===== config.mk =====
export PLATFORM = sky130hd
export DESIGN_NAME = bus_arbiter
export DESIGN_NICKNAME = d
export VERILOG_FILES = /design/src/rtl/bus_arb_pkg.sv /design/src/rtl/rr_pick.sv /design/src/rtl/bus_arbiter.sv
export SDC_FILE = /design/constraint.sdc
export NUM_CORES = 1
export LEC_CHECK = 0
export CORE_AREA = 2 2 75 77
export CTS_CLUSTER_SIZE = 25
export DETAILED_ROUTE_END_ITERATION = 7
export DIE_AREA = 0 0 77 79
export PLACE_DENSITY_LB_ADDON = 0.15
export SETUP_SLACK_MARGIN = 0.4
export SKIP_CTS_REPAIR_TIMING = 1
export SYNTH_ARGS = -nofsm -noshare
export SYNTH_HDL_FRONTEND = slang
export SYNTH_SLANG_ARGS = --single-unit

===== constraint.sdc =====
create_clock -name CLK -period 4.6 [get_ports CLK]
set_clock_uncertainty 0.1 [all_clocks]
set_input_delay 0.92 -clock CLK [delete_from_list [all_inputs] [get_ports CLK]]
set_output_delay 0.92 -clock CLK [all_outputs]
set_load 0.01 [all_outputs]

===== src/rtl/bus_arb_pkg.sv =====
// Shared constants, state encoding and helpers for the result-bus arbiter.
package bus_arb_pkg;

    localparam int NREQ            = 8;
    localparam int WIDTH           = 16;
    localparam int SEL_W           = 3;
    localparam int MAXHOLD_DEFAULT = 15;

    localparam logic [1:0] IDLE    = 2'd0;
    localparam logic [1:0] GRANT   = 2'd1;
    localparam logic [1:0] RELEASE = 2'd2;

    typedef enum logic [1:0] {
        ST_IDLE    = IDLE,
        ST_GRANT   = GRANT,
        ST_RELEASE = RELEASE
    } state_t;

    function automatic logic [NREQ-1:0] onehot(input logic [SEL_W-1:0] i);
        return NREQ'(1) << i;
    endfunction

endpackage


===== src/rtl/rr_pick.sv =====
// Combinational round-robin picker: first set request after Ptr, wrapping.
module rr_pick
    import bus_arb_pkg::*;
(
    input  logic [NREQ-1:0]  Req,
    input  logic [SEL_W-1:0] Ptr,
    output logic [SEL_W-1:0] Idx,
    output logic             Any
);

    logic [SEL_W-1:0] j;

    // Ptr itself is scanned last, so the previous grantee has lowest priority.
    always_comb begin
        Idx = '0;
        Any = 1'b0;
        j   = '0;
        for (int k = 0; k < NREQ; k++) begin
            j = Ptr + SEL_W'(k + 1);
            if (!Any && Req[j]) begin
                Idx = j;
                Any = 1'b1;
            end
        end
    end

endmodule


===== src/rtl/bus_arbiter.sv =====
// Round-robin owner of the shared result bus: one-hot grant, mux select,
// registered bus capture and a hold limit that preempts long owners.
module bus_arbiter
    import bus_arb_pkg::*;
#(
    parameter int MAXHOLD = MAXHOLD_DEFAULT
) (
    input  logic             CLK,
    input  logic             Reset_n,
    input  logic [NREQ-1:0]  Req,
    input  logic [WIDTH-1:0] Bus_in,
    output logic [SEL_W-1:0] Sel,
    output logic [NREQ-1:0]  Grant,
    output logic             Valid,
    output logic [WIDTH-1:0] Bus_q,
    output logic             Preempt,
    output logic             Busy
);

    state_t           state, state_nx;
    logic [SEL_W-1:0] g, g_nx, ptr, ptr_nx, pick_idx;
    logic [3:0]       hold, hold_nx;
    logic [WIDTH-1:0] bus_nx;
    logic             pre_nx, pick_any;

    rr_pick u_pick (
        .Req (Req),
        .Ptr (ptr),
        .Idx (pick_idx),
        .Any (pick_any)
    );

    always_ff @(posedge CLK or negedge Reset_n) begin
        if (!Reset_n) begin
            state   <= ST_IDLE;
            g       <= '0;
            ptr     <= '1;
            hold    <= '0;
            Bus_q   <= '0;
            Preempt <= 1'b0;
        end else begin
            state   <= state_nx;
            g       <= g_nx;
            ptr     <= ptr_nx;
            hold    <= hold_nx;
            Bus_q   <= bus_nx;
            Preempt <= pre_nx;
        end
    end

    always_comb begin
        state_nx = state;
        g_nx     = g;
        ptr_nx   = ptr;
        hold_nx  = hold;
        bus_nx   = Bus_q;
        pre_nx   = 1'b0;
        case (state)
            ST_GRANT: begin
                bus_nx  = Bus_in;
                hold_nx = hold + 4'd1;
                if (!Req[g] || hold == 4'(MAXHOLD - 1)) begin
                    state_nx = ST_RELEASE;
                    ptr_nx   = g;
                    // Only a forced end (owner still requesting) is a preemption.
                    pre_nx   = Req[g];
                end
            end
            default: begin
                // IDLE and RELEASE share the pick path; RELEASE sees the updated ptr.
                state_nx = ST_IDLE;
                if (pick_any) begin
                    state_nx = ST_GRANT;
                    g_nx     = pick_idx;
                    hold_nx  = '0;
                end
            end
        endcase
    end

    assign Sel   = g;
    assign Valid = (state == ST_GRANT);
    assign Busy  = (state != ST_IDLE);
    assign Grant = Valid ? onehot(g) : '0;

endmodule


==> images/util_map.png <==
The bar under the picture is 20 µm long. The die is cut into 8 by 8 equal tiles; dark blue is low, red is high, 0 to 100% covered.
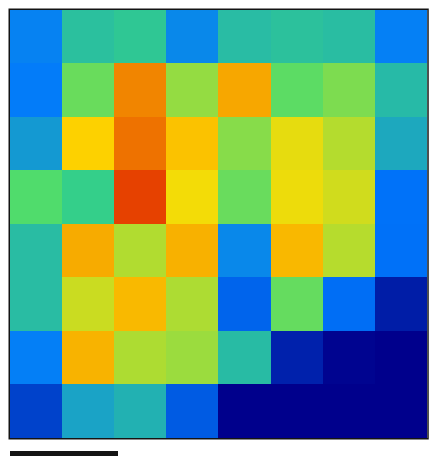
mean over tiles: 46%
emptiest ninth of the die: lower right
tiles over 75% full: 17%
nearly empty tiles: 9.4%
fullest tile: 93%

==> images/m1.png <==
Cells faint in the background.
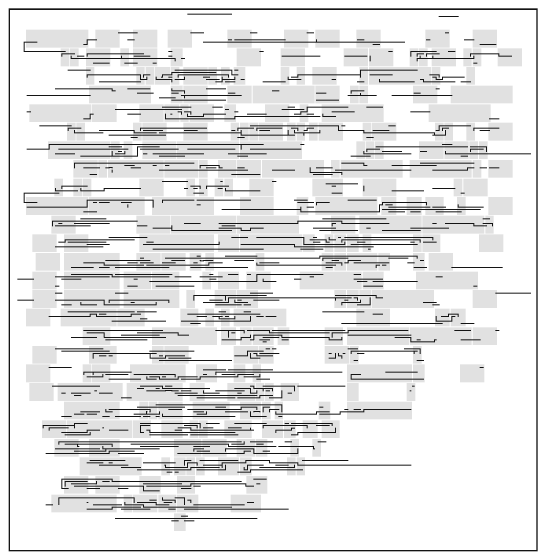
wire length on this layer: 2770 µm
main direction: horizontal
share of all routed wire: 47%
longest straight run: 31.3 µm
met1 Track Usage GR: 0.2758
vias post-DR: 1946
aggregate routed wire length: 5.842 mm

==> run notes <==
The flow completed. The run finished with clean final reports. Met3 routing resource usage after global routing landed at 0.03864. The chip area line in the Yosys stat output reads 2288 µm². Buffer count excluding the clock tree in the final layout landed at 58. Number of enable-type register cells in the synthesized netlist landed at 0.

After floorplanning, the core was sized to cover 5338 µm². Non-clock buffer share of cell area landed at 0.1967. Counting the buffers created by CTS gives 5. Post-synthesis net count landed at 267. The biggest slice of the total power is consumed by combinational logic. Inserted tap cell count landed at 72. Per the final report, max-transition violations number 0. Aggregate negative setup slack landed at 0 ns. Global-route usage over all layers landed at 0.2024.

Cell count after synthesis landed at 237. Power attributed to combinational cells is 1.55 mW. Share of cells above drive strength 1 landed at 0.1189.

Slew at the pin closest to its max-slew limit landed at 0.7341 ns. Cell count after placement landed at 350. The capture point of the critical path was reported as Sel[1]. Area fraction in xor and xnor cells landed at 0.01914. After detailed routing, the met2 layer carries 2.823 mm of wire. The tree is rooted in a sky130_fd_sc_hd__clkbuf_8.

The report lists the number of standard-cell rows as 27. The netlist uses 50 different library cells. Counting both buffers and inverters, the worst setup path holds a total of 2. In the synthesized netlist the dominant register cell turns out to be sky130_fd_sc_hd__dfrtp_1.

Routed length on met3 landed at 176 µm. In the setup report, the worst path falls into the class reg -> reg. Vertical die dimension landed at 79 µm. Least setup slack across all paths after layout landed at 0.9414 ns.

After synthesis, the cell types taking the most area are sky130_fd_sc_hd__dfrtp_1 (28%), sky130_fd_sc_hd__nand2_1 (10%), sky130_fd_sc_hd__mux4_2 (9.8%), sky130_fd_sc_hd__mux2i_1 (5.7%), sky130_fd_sc_hd__mux4_1 (4.6%). The fraction of cell area in multi-input combinational cells is reported as 0.4717. The routed layout reports a DRC error count of 0. After global routing, the most crowded layer is met2. In this run the static leakage power is 1.241 nW. Inverter count of the layout excluding clock inverters landed at 8. Of the post-synthesis cell area, the dominant cell type holds 0.2843. Share of the core filled by cells before placement landed at 0.4287. H-tree depth reported by CTS landed at 2.

For the clock group, total power comes out at 0.272 mW. The initial antenna violation count was 0. The worst setup path is captured at a flop.

Multiplexer share of the synthesized area landed at 0.2482. TritonCTS built the clock tree. Number of global-route vias before repair landed at 1881. STA lists the endpoint of the worst register-to-register path as Sel[1]. Looking at hold timing, the worst path starts from Bus_q[8]. Sorting the synthesis cell report by count puts at the top sky130_fd_sc_hd__nand2_1. Each instance of the synthesized netlist takes up on average 9.656 µm². Final critical delay including setup and external delays landed at 3.659 ns. Headroom to the max-slew limit landed at 0.5071.

Final net count landed at 315. Number of top-level pins landed at 56. The worst register-to-register path has a depth of 8. Worst hold slack across all endpoints landed at 0.3735 ns. Net load switching power landed at 1.062 mW. Insertion delay to the later sink of the worst-skew pair landed at 0.28 ns. For this design, the sink count on the clock tree is 29.
==> images/m2.png <==
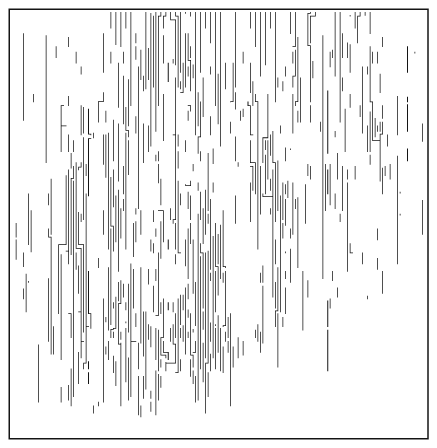
main direction: vertical
nets with wire on the layer: 267
share of all routed wire: 48%
longest straight run: 44.9 µm

No activity file was given, so power comes from the tool's default toggle rates.
